File: src/rtl/cdc_handshake_tx.sv
// Source side of a two-phase toggle req/ack clock-domain-crossing handshake.
// Optional timeout pulse is built only when CDC_HANDSHAKE_TX_TIMEOUT_EN is defined.
module cdc_handshake_tx #(
  parameter int DATA_WIDTH     = 32,
  parameter int SYNC_STAGES    = 2,
  parameter int TIMEOUT_CYCLES = 1024
) (
  input  logic                  clk,
  input  logic                  rst,
  input  logic [DATA_WIDTH-1:0] in_data,
  input  logic                  in_valid,
  output logic                  in_ready,
  output logic [DATA_WIDTH-1:0] xfer_data,
  output logic                  req_toggle,
  input  logic                  ack_toggle,
  output logic                  busy,
  output logic                  done,
  output logic                  timeout_err
);

  typedef enum logic {ST_IDLE, ST_WAIT} state_t;

  state_t                  state_q, state_d;
  logic [DATA_WIDTH-1:0]   xfer_q, xfer_d;
  logic                    req_q, req_d;
  logic                    done_q, done_d;
  logic [SYNC_STAGES-1:0]  sync_q, sync_d;
  logic                    ack_s;

  // Plain shift chain: nothing may sit between the synchronizer stages.
  assign sync_d = {sync_q[SYNC_STAGES-2:0], ack_toggle};
  assign ack_s  = sync_q[SYNC_STAGES-1];

  always_comb begin
    state_d = state_q;
    xfer_d  = xfer_q;
    req_d   = req_q;
    done_d  = 1'b0;
    case (state_q)
      ST_IDLE: begin
        if (in_valid) begin
          xfer_d  = in_data;
          req_d   = ~req_q;
          state_d = ST_WAIT;
        end
      end
      ST_WAIT: begin
        if (ack_s == req_q) begin
          done_d  = 1'b1;
          state_d = ST_IDLE;
        end
      end
      default: state_d = ST_IDLE;
    endcase
  end

  always_ff @(posedge clk or posedge rst) begin
    if (rst) begin
      state_q <= ST_IDLE;
      xfer_q  <= '0;
      req_q   <= 1'b0;
      done_q  <= 1'b0;
      sync_q  <= '0;
    end else begin
      state_q <= state_d;
      xfer_q  <= xfer_d;
      req_q   <= req_d;
      done_q  <= done_d;
      sync_q  <= sync_d;
    end
  end

  assign in_ready   = (state_q == ST_IDLE);
  assign busy       = (state_q == ST_WAIT);
  assign xfer_data  = xfer_q;
  assign req_toggle = req_q;
  assign done       = done_q;

`ifdef CDC_HANDSHAKE_TX_TIMEOUT_EN
  localparam int CNT_W = $clog2(TIMEOUT_CYCLES + 1);
  localparam logic [CNT_W-1:0] CNT_MAX = CNT_W'(TIMEOUT_CYCLES);

  logic [CNT_W-1:0] cnt_q, cnt_d;
  logic             timeout_q, timeout_d;

  // Saturating count means the pulse can only fire once per transfer.
  always_comb begin
    cnt_d     = cnt_q;
    timeout_d = 1'b0;
    if (state_q == ST_IDLE) begin
      cnt_d = '0;
    end else if (ack_s != req_q) begin
      if (cnt_q != CNT_MAX) begin
        cnt_d = cnt_q + 1'b1;
      end
      timeout_d = (cnt_q == CNT_MAX - 1'b1);
    end
  end

  always_ff @(posedge clk or posedge rst) begin
    if (rst) begin
      cnt_q     <= '0;
      timeout_q <= 1'b0;
    end else begin
      cnt_q     <= cnt_d;
      timeout_q <= timeout_d;
    end
  end

  assign timeout_err = timeout_q;
`else
  assign timeout_err = 1'b0;
`endif

endmodule

File: config.mk
export PLATFORM = sky130hd
export DESIGN_NAME = cdc_handshake_tx
export DESIGN_NICKNAME = d
export VERILOG_FILES = /design/src/rtl/cdc_handshake_tx.sv
export SDC_FILE = /design/constraint.sdc
export NUM_CORES = 1
export LEC_CHECK = 0
export CORE_UTILIZATION = 45
export CTS_BUF_LIST = sky130_fd_sc_hd__clkbuf_4 sky130_fd_sc_hd__clkbuf_8
export DETAILED_ROUTE_END_ITERATION = 8
export PLACE_DENSITY = 0.87
export SETUP_SLACK_MARGIN = 0.2
export SYNTH_ARGS = -nofsm -noshare
export SYNTH_HDL_FRONTEND = slang
export SYNTH_SLANG_ARGS = --single-unit
File: constraint.sdc
create_clock -name clk -period 1.8 [get_ports clk]
set_input_delay 0.27 -clock clk [delete_from_list [all_inputs] [get_ports clk]]
set_output_delay 0.27 -clock clk [all_outputs]
set_load 0.01 [all_outputs]
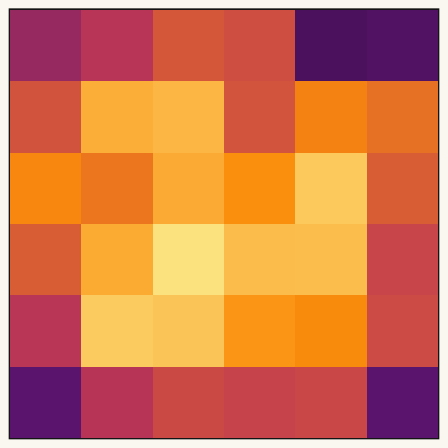
(placement density heat map)
6 x 6 tiles, from black (low) to pale yellow (high), 0 to 100% covered.
fullest tile = 94%
densest ninth of the die = center
emptiest ninth of the die = upper right
mean over tiles = 63%
tiles over 75% full = 33%
utilization after layout: 74.9%
Core ar.: 0.00313 mm²
floorplan utilization: 48.7%

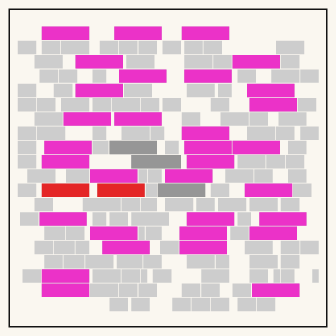
(register map, names as in the netlist)
Other sequential cells in the stronger gray, the rest of the logic in the fainter gray.
magenta -> xfer_data  # placed flops 32
red -> sync_q  # placed flops 2
not colored = 3
register share of the cell area: 39.6%
Reg area: 927 µm²
P_seq: 1.47 mW

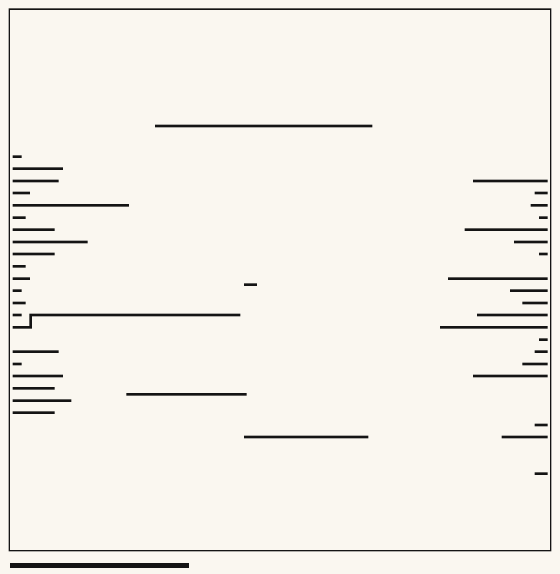
(signal wires on met3)
Bar = 20 µm.
main direction = horizontal
wire length on this layer = 233 µm
longest straight run = 23.9 µm
nets with wire on the layer = 41
share of all routed wire = 7.4%
Post-Route WL: 3140 µm
total number of vias: 950
met3 Usage GRT: 7.36%

==> impl_metrics.csv <==
group,metric,value,unit
status,status,"complete, no violations",
pwr,power,3.97,mW
global_routing,grt_max_degree,38,
pwr,p_sw_share,29.0,%
finish,drive_gt1_share,29.0,%
clock_tree,post_cts_buffers,2,
logic_synthesis,area_leaders,"dfrtp_1, mux2_4, buf_12, mux2_2, buf_6",
place,place_inst,196,
sta,fin_ws,0.246,ns
sta,period_used_share,86.4,%
pwr,top_power_group,"combinational cells",
drt,wl_per_cell,15.2,µm
logic_synthesis,ys_chip_area,0.00152,mm²
logic_synthesis,postSynthSeqShare,60.8,%
job,warnings,26,
worst_setup_path,worst_ep_arrival_time,1.28,ns
worst_setup_path,r2r_cells,4,
finish,final_common_cell,"clkdlybuf4s50_1",
sta,tns,0,ns
clock_tree,cts_tree,"done",
finish,syn_to_final_growth,53.8,%
sta,slew_viol_final,0,
place,dp_slack,0.105,ns
drt,detail-route-antenna-nets,0,
logic_synthesis,ys.flop_type,"dfrtp_1",
pwr,p_int,2.82,mW
worst_setup_path,critPathLaunch,"xfer_data[28]",
finish,n_all_inverters,2,
pwr,clk-power,0.448,mW
logic_synthesis,ys.flops,37,
clock_tree,cts.reportedPaths.clkPinSlew,0.09,ns
logic_synthesis,synth_stat.cells,83,
clock_tree,insertion_delay,0.34,ns
worst_setup_path,path_cells,"clkdlybuf4s50_1",
finish,nNetsFinal,197,
finish,comb_share,22.2,%
sta,worst_hold_slack,0.326,ns
worst_setup_path,cp-endpoint,"xfer_data[28]",
finish,nMultiInputCombCells,39,
logic_synthesis,async_reset_ff_share,100,%
logic_synthesis,ys_sh_mux,30.8,%
logic_synthesis,top_cells_by_count,"dfrtp_1, mux2_4, buf_12, mux2_2, inv_1",
job,cap_violations,0,
worst_setup_path,worstReg2RegStart,"busy",
worst_setup_path,crit_type,"reg2out",
worst_setup_path,path_delay_family,"buffers and inverters",
logic_synthesis,most_common_cell,"dfrtp_1",
pwr,pwr-share-clk,11.3,%
clock_tree,cts_buffers,5,
sta,rsz0062_at_grt,"no",
worst_setup_path,path_depth,1,
place,placed_cell_area,0.00227,mm²
logic_synthesis,synth_warnings,0,
finish,largest_reg_flops,32,
place,gp_congestion,0.658,
pwr,comb_cell_power,2.05,mW
worst_setup_path,max_stage_delay,0.56,ns
worst_setup_path,setup.reg_to_reg.worst_slack,0.32,ns
clock_tree,clock-sinks,37,
drt,drc,0,
logic_synthesis,logic_family,"multiplexers",
floorplanning,die_y,60.2,µm
finish,final_cell_area,0.00234,mm²
drt,wl_met3,232,µm
logic_synthesis,yosys.area.top_type,"dfrtp_1",
sta,hold_violations,0,
clock_tree,cts_resized,2,
pwr,power_frac_comb,51.6,%
worst_setup_path,crit_path_max_fanout,2,
worst_setup_path,r2r_end,"xfer_data[31]",
finish,layout.nonclk_buf_share,33.0,%
logic_synthesis,netlist_instances,83,
logic_synthesis,top_cell_area_share,60.8,%
logic_synthesis,edf_count,0,
logic_synthesis,synth-adder-area-share,0,%
sta,setup_viol,0,
logic_synthesis,syn_avg_cell_area,18.4,µm²
sta,fin_crit,1.55,ns
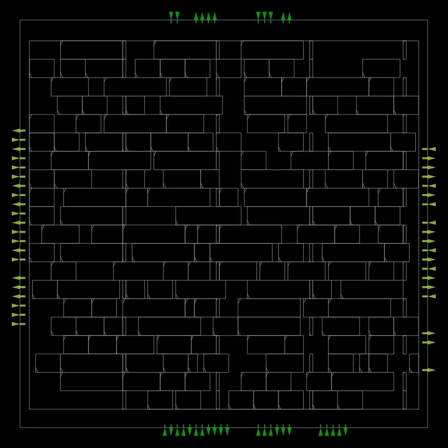
(cell outlines without signal wires)
Tapcell Cnt: 44
Flops: 37
FP Rows: 20
Post-Layout Cell Count: 206

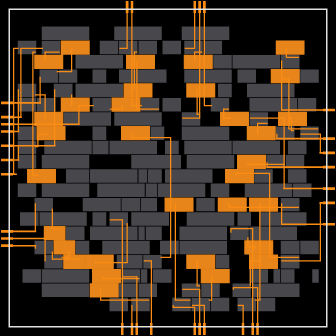
(wires at chosen ports, followed through buffers)
orange -> in_data  # direction input, edge 10 bottom, 10 left, 7 right, 5 top, end cells 32, buffers 32, wire 732 µm
Buffers on Ports: 71
top-level port count: 73

Power is estimated from default activity; no workload was simulated.
